<file path="config.mk">
export PLATFORM = sky130hd
export DESIGN_NAME = pipelined_adder
export DESIGN_NICKNAME = d
export VERILOG_FILES = /design/src/rtl/adder_pkg.sv /design/src/rtl/adder_stage.sv /design/src/rtl/pipelined_adder.sv
export SDC_FILE = /design/constraint.sdc
export NUM_CORES = 1
export LEC_CHECK = 0
export ABC_AREA = 1
export CORE_ASPECT_RATIO = 1.25
export CORE_MARGIN = 5
export CORE_UTILIZATION = 38
export DETAILED_ROUTE_END_ITERATION = 10
export PLACE_DENSITY = 0.63
export SLEW_MARGIN = 15
export SYNTH_ARGS = -nofsm -noshare
export SYNTH_HDL_FRONTEND = slang
export SYNTH_SLANG_ARGS = --single-unit
</file>
<file path="constraint.sdc">
create_clock -name clk -period 2.1 [get_ports clk]
set_input_delay 0.42 -clock clk [delete_from_list [all_inputs] [get_ports clk]]
set_output_delay 0.42 -clock clk [all_outputs]
set_load 0.02 [all_outputs]
</file>
<file path="src/rtl/adder_pkg.sv">
// rtl/adder_pkg.sv - shared constants, result type and configuration check for pipelined_adder
// Purpose: default geometry, the {sum, carry, ovf} result record, and the
//          WIDTH/STAGES legality check used at elaboration.
// Ports:   none (package).
package adder_pkg;

    localparam int DEFAULT_WIDTH  = 16;
    localparam int DEFAULT_STAGES = 4;

    typedef struct packed {
        logic [DEFAULT_WIDTH-1:0] sum;
        logic                     carry;
        logic                     ovf;
    } result_t;

    // Each stage must own an equal, non-empty slice of the operands.
    function automatic bit cfg_ok(int width, int stages);
        return (stages >= 1) && (stages <= width) && ((width % stages) == 0);
    endfunction

endpackage

</file>
<file path="src/rtl/adder_stage.sv">
// rtl/adder_stage.sv - one CHUNK-bit slice of the pipelined adder with its valid/ready register slice
// Purpose: adds operand bits [IDX*CHUNK +: CHUNK] plus the incoming carry,
//          merges the partial sum into the running sum, and carries the
//          operands forward for later stages.
// Ports:   clk, rst_n           clock, synchronous active-low reset
//          up_valid/up_ready    handshake with the previous stage (or input)
//          up_a, up_b           operands (B already inverted for subtract)
//          up_sum, up_carry     running sum and carry from the previous stage
//          valid/down_ready     handshake with the next stage (or output)
//          a, b, sum, carry     registered state handed to the next stage
//          ovf                  signed overflow; only meaningful in the last stage
module adder_stage #(
    parameter int WIDTH = 16,
    parameter int CHUNK = 4,
    parameter int IDX   = 0
) (
    input  logic             clk,
    input  logic             rst_n,
    input  logic             up_valid,
    output logic             up_ready,
    input  logic [WIDTH-1:0] up_a,
    input  logic [WIDTH-1:0] up_b,
    input  logic [WIDTH-1:0] up_sum,
    input  logic             up_carry,
    output logic             valid,
    input  logic             down_ready,
    output logic [WIDTH-1:0] a,
    output logic [WIDTH-1:0] b,
    output logic [WIDTH-1:0] sum,
    output logic             carry,
    output logic             ovf
);

    localparam int LO = IDX * CHUNK;

    logic [CHUNK:0]   part;
    logic [WIDTH-1:0] sum_next;
    logic             top_cin;

    always_comb begin
        part     = {1'b0, up_a[LO +: CHUNK]} + {1'b0, up_b[LO +: CHUNK]}
                 + {{CHUNK{1'b0}}, up_carry};
        sum_next = up_sum;
        sum_next[LO +: CHUNK] = part[CHUNK-1:0];
        // Carry into the slice's top bit, recovered from that bit's sum.
        top_cin  = up_a[LO+CHUNK-1] ^ up_b[LO+CHUNK-1] ^ part[CHUNK-1];
    end

    // A bubble here lets the upstream stage advance even while downstream stalls.
    assign up_ready = !valid || down_ready;

    always_ff @(posedge clk) begin
        if (!rst_n) begin
            valid <= 1'b0;
            a     <= '0;
            b     <= '0;
            sum   <= '0;
            carry <= 1'b0;
            ovf   <= 1'b0;
        end else if (up_ready) begin
            valid <= up_valid;
            // Data only loads on a real transfer so outputs hold across gaps.
            if (up_valid) begin
                a     <= up_a;
                b     <= up_b;
                sum   <= sum_next;
                carry <= part[CHUNK];
                ovf   <= part[CHUNK] ^ top_cin;
            end
        end
    end

endmodule

</file>
<file path="src/rtl/pipelined_adder.sv">
// rtl/pipelined_adder.sv - WIDTH-bit adder split into STAGES carry-chained pipeline stages
// Purpose: one operand pair per cycle in, {sum, carry, ovf} out STAGES cycles
//          later, with full valid/ready back-pressure.
// Ports:   clk, rst_n                      clock, synchronous active-low reset
//          in_valid/in_ready               operand handshake
//          in_a, in_b, in_cin              operands and carry-in
//          in_sub (ADDER_SUB_EN only)      1 = compute A-B, in_cin ignored
//          out_valid/out_ready             result handshake
//          out_sum, out_carry, out_ovf     result, carry-out, signed overflow
// Macro:   ADDER_SUB_EN enables the in_sub port and subtraction.
module pipelined_adder
    import adder_pkg::*;
#(
    parameter int WIDTH  = DEFAULT_WIDTH,
    parameter int STAGES = DEFAULT_STAGES
) (
    input  logic             clk,
    input  logic             rst_n,
    input  logic             in_valid,
    output logic             in_ready,
    input  logic [WIDTH-1:0] in_a,
    input  logic [WIDTH-1:0] in_b,
    input  logic             in_cin,
`ifdef ADDER_SUB_EN
    input  logic             in_sub,
`endif
    output logic             out_valid,
    input  logic             out_ready,
    output logic [WIDTH-1:0] out_sum,
    output logic             out_carry,
    output logic             out_ovf
);

    localparam int CHUNK = WIDTH / STAGES;

    if (!cfg_ok(WIDTH, STAGES)) begin : g_bad_cfg
        $error("pipelined_adder: WIDTH must be a non-zero multiple of STAGES");
    end

    // Index 0 is the input side; index k+1 is the output of stage k.
    logic             valid_s [0:STAGES];
    logic             ready_s [0:STAGES];
    logic [WIDTH-1:0] a_s     [0:STAGES];
    logic [WIDTH-1:0] b_s     [0:STAGES];
    logic [WIDTH-1:0] sum_s   [0:STAGES];
    logic             carry_s [0:STAGES];
    logic             ovf_s   [0:STAGES];

    // Subtraction is A + ~B + 1: invert B once at entry and force carry_0.
`ifdef ADDER_SUB_EN
    assign b_s[0]     = in_sub ? ~in_b : in_b;
    assign carry_s[0] = in_sub ? 1'b1  : in_cin;
`else
    assign b_s[0]     = in_b;
    assign carry_s[0] = in_cin;
`endif

    assign valid_s[0]      = in_valid;
    assign a_s[0]          = in_a;
    assign sum_s[0]        = '0;
    assign ovf_s[0]        = 1'b0;
    assign ready_s[STAGES] = out_ready;
    assign in_ready        = ready_s[0];

    for (genvar k = 0; k < STAGES; k++) begin : g_stage
        adder_stage #(
            .WIDTH (WIDTH),
            .CHUNK (CHUNK),
            .IDX   (k)
        ) u_stage (
            .clk        (clk),
            .rst_n      (rst_n),
            .up_valid   (valid_s[k]),
            .up_ready   (ready_s[k]),
            .up_a       (a_s[k]),
            .up_b       (b_s[k]),
            .up_sum     (sum_s[k]),
            .up_carry   (carry_s[k]),
            .valid      (valid_s[k+1]),
            .down_ready (ready_s[k+1]),
            .a          (a_s[k+1]),
            .b          (b_s[k+1]),
            .sum        (sum_s[k+1]),
            .carry      (carry_s[k+1]),
            .ovf        (ovf_s[k+1])
        );
    end

    assign out_valid = valid_s[STAGES];
    assign out_sum   = sum_s[STAGES];
    assign out_carry = carry_s[STAGES];
    assign out_ovf   = ovf_s[STAGES];

endmodule

</file>
==> images/detail.png <==
Region (32, 18) to (72, 58) um. Cells in grey, sequential cells in the stronger grey; small squares are vias.
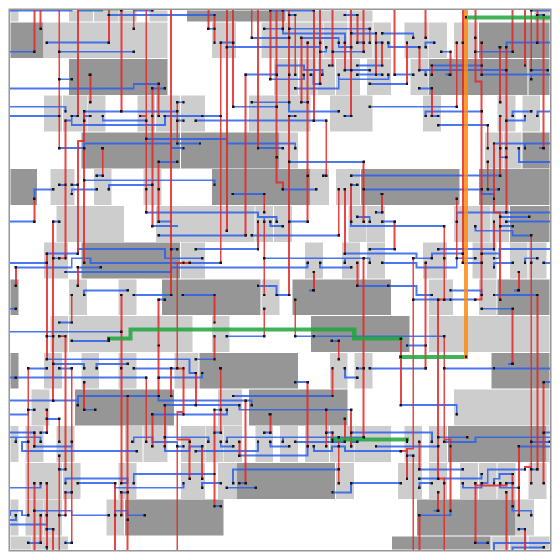
legend:
  metal 4:
    colour: orange
  metal 3:
    colour: green
  metal 1:
    colour: blue
  metal 2:
    colour: red
netlist names of flops here include: `g_stage.u_stage.sum` (14), `g_stage.u_stage.a` (6)
cells with their middle in the window: 120
sequential cells in the window: 21
most frequent: nor2_1 (45), dfxtp_1 (21), o21ai_0 (18)

==> notes.org <==
#+TITLE: Implementation results

** Floorplan
- Number of tap cells inserted :: between 100 and 150
- Row count :: ~42
- Initial Utilization :: between 30% and 40%
- Height of the die :: roughly 130 um
- I/O pin count :: 57

** Power and ir drop
- The flow reports power dissipated in the clock network as 1730 uW.
- The combinational power reported by the tool is roughly 480 uW.
- Largest power group :: sequential cells
- Power in sequential cells :: approximately 2000 uW
- Sequential Power Share :: 47.6%
- Sw Ratio :: 22.6%
- Int Pwr :: around 3300 uW
- Comb pwr share :: roughly 11%
- Per the OpenROAD power report, switching power amounts to ~950 uW.
- The script computed a power per unit cell area of about 820 nW/um^2.

** Global routing
- Entering global routing, the biggest net connects 31 pins.
- The global route stage reports its total congestion overflow as 0.
- Via count of the first global-routing pass :: 3,301
- First-pass GRT wire length :: roughly 14,000 um

** Finish
- Top logic cell by instance count in the layout :: sky130_fd_sc_hd__nor2_1
- Proportion of cell area occupied by registers :: roughly two fifths
- Among all cell classes, the greatest summed area belongs to registers.
- The fraction of final cell area spent on clock buffers and inverters in this run is about 6.4%.
- Inverters excl. clock :: 34
- Multi-input combinational cells in the finished layout were counted as about 380.
- The repair_antennas step left the layout with diodes totalling 0.
- Number of standard cells in the layout, taps in and fillers out :: between 700 and 800
- Nets@finish :: approximately 650
- In the final layout, non-clock buffers account for 12.3% of the cell area.
- Fill cells :: about 1,100
- Combined area of the multi-input logic cells :: 1920 sq um

** Final timing
- Setup repair after global routing missed its margin :: no
- Looking at the max-slew report, the worst-margin pin has a slew of ~600 ps.
- Max-slew headroom :: between 50% and 60%
- Minimum clock period :: 1940 ps
- Hold Violations, Final :: 0
- After layout, the worst path uses between 90 and 100% of the clock period.

** Outcome
- The run finished with clean final reports.

** Synth
- After synthesis the cells add up to 4120 sq um.
- XOR/XNOR Area Share :: 0.638%
- The net count after synthesis is just under 600.
- Syn. warnings :: 0
- Share of synthesized cell area in and, or, nand and nor gates :: between 20% and 30%
- Number of storage elements in the synthesis netlist :: 97
- Yosys stat counts ~540 cells in the synthesized netlist.
- Per the synthesis report, the AND-OR/OR-AND share of the synthesized area is a little over a tenth.
- Summing all multiplexer cells gives an area fraction of 0%.
- Of the total synthesized cell area, the portion taken by full adders, half adders and majority gates is ~7.5%.
- Register share after synthesis :: roughly 47%

** Placed design
- Placer congestion estimate :: around 0.76
- Input/output buffers :: approximately 56
- Number of instances in the placed design :: around 710

** Clocking
- Number of H-tree branching levels :: 3
- TritonCTS created 9 clock buffers.
- TritonCTS built the clock tree.
- Looking at the clock tree report, the root buffer type is sky130_fd_sc_hd__clkbuf_16.
- The clock drives approximately 97 sinks.
- Cts-stage hold buffer count :: 0
- Clk Latency, worst-skew pair :: 340 ps
- No sink is reached through more buffers than the 2 on the longest clock path.

** Job
- Max capacitance violation total :: 0
- Count of warning messages emitted by the tools :: 26

** Worst hold path
- Worst hold-check path type :: in2reg
- The number of cells on the worst hold path is listed as 3.
- Hold path endpoint :: g_stage[0].u_stage.a[12]

** Setup path
- Setup slack on the worst flop-to-flop path :: between 300 and 400 ps
- Endpoint of the most critical setup path :: in_ready
- Looking at the critical path, the highest net fanout was 2.
- Looking at the reg2reg group, the worst path ends at g_stage[3].u_stage.ovf.
- Critical Path Start Type :: input pin
- Data required time of the worst path :: 1680 ps
- CP Capture Type :: output port
- For reference, the most critical setup path is categorized as in2out.

** Routing
- Per the log, the first TritonRoute iteration ended with a DRC count of approximately 120.
- Top layer in use :: met4
- Detailed routing placed a total of 383 um of wire on met3.
- DRC violation count after routing :: 0
==> images/wires.png <==
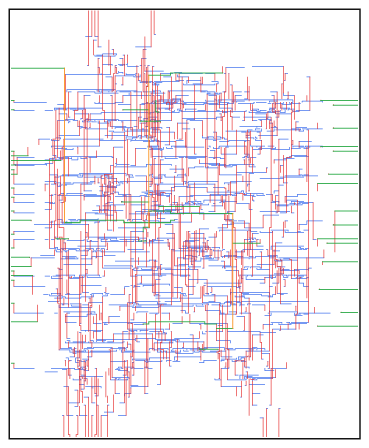
legend:
  metal 2:
    colour: red
    wire_length: 3,840 um
  metal 3:
    colour: green
    wire_length: 384 um
  metal 1:
    colour: blue
    wire_length: 3,730 um
  metal 4:
    colour: orange
    wire_length: 124 um
vias post-DR: 3,375
routed wire length: 8080 um

## Yosys cell counts (all sizes together)
cell / count / area, sq um
nor2: 167 / 639
dfxtp: 97 / 1940
nand2: 64 / 240
o21ai: 60 / 300
inv: 34 / 128
nand3b: 27 / 203
a21oi: 26 / 130
buf: 19 / 93.8
ha: 12 / 150
nand3: 10 / 50.1
clkbuf: 9 / 33.8
fa: 8 / 160
xnor2: 3 / 26.3
nand4: 2 / 12.5
or2: 1 / 6.26
## cell families (layout without fill, tap and decap cells)
group           after synthesis  in the layout
xor+xnor                      3              3
simple gates                271            271
buf+inv                      62            116
flops                        97             97
compound gates               86             86
fa+ha+maj                    20             20
## critical path, cell delays in order
cell,delay [ps]
sky130_fd_sc_hd__clkdlybuf4s50_1,440
sky130_fd_sc_hd__nor2_2,150
sky130_fd_sc_hd__nand4_1,140
sky130_fd_sc_hd__dlygate4sd2_1,360
## what timing repair did
item                                    in CTS  in global routing
resized                                      1                  0
endpoints found under the setup margin       1                  0
setup buffers                                0                  0
hold endpoints to repair                     0                  0
## metrics by stage
stage                     setup slack (ps)  TNS (ps)
after global routing                  79.2         0
final                                  162         0
after global placement               -93.1      -244
after detailed placement              -119      -335
after floorplan                        409         0
after CTS                              139         0
## layer usage
layer | up-vias | global-route usage (%)
met2 | 60 | 23.0
met5 | - | 0
met4 | 0 | 4.27
li1 | 1816 | -
met3 | 10 | 3.79
met1 | 1489 | 15.8
## flip-flops by register name (all words and copies together), names as in the netlist
register / count
g_stage.u_stage.a: 24
g_stage.u_stage.b: 24
g_stage.u_stage.carry: 4
g_stage.u_stage.sum: 40
g_stage.u_stage.valid: 4
g_stage.u_stage.ovf: 1
Power is estimated from default activity; no workload was simulated.
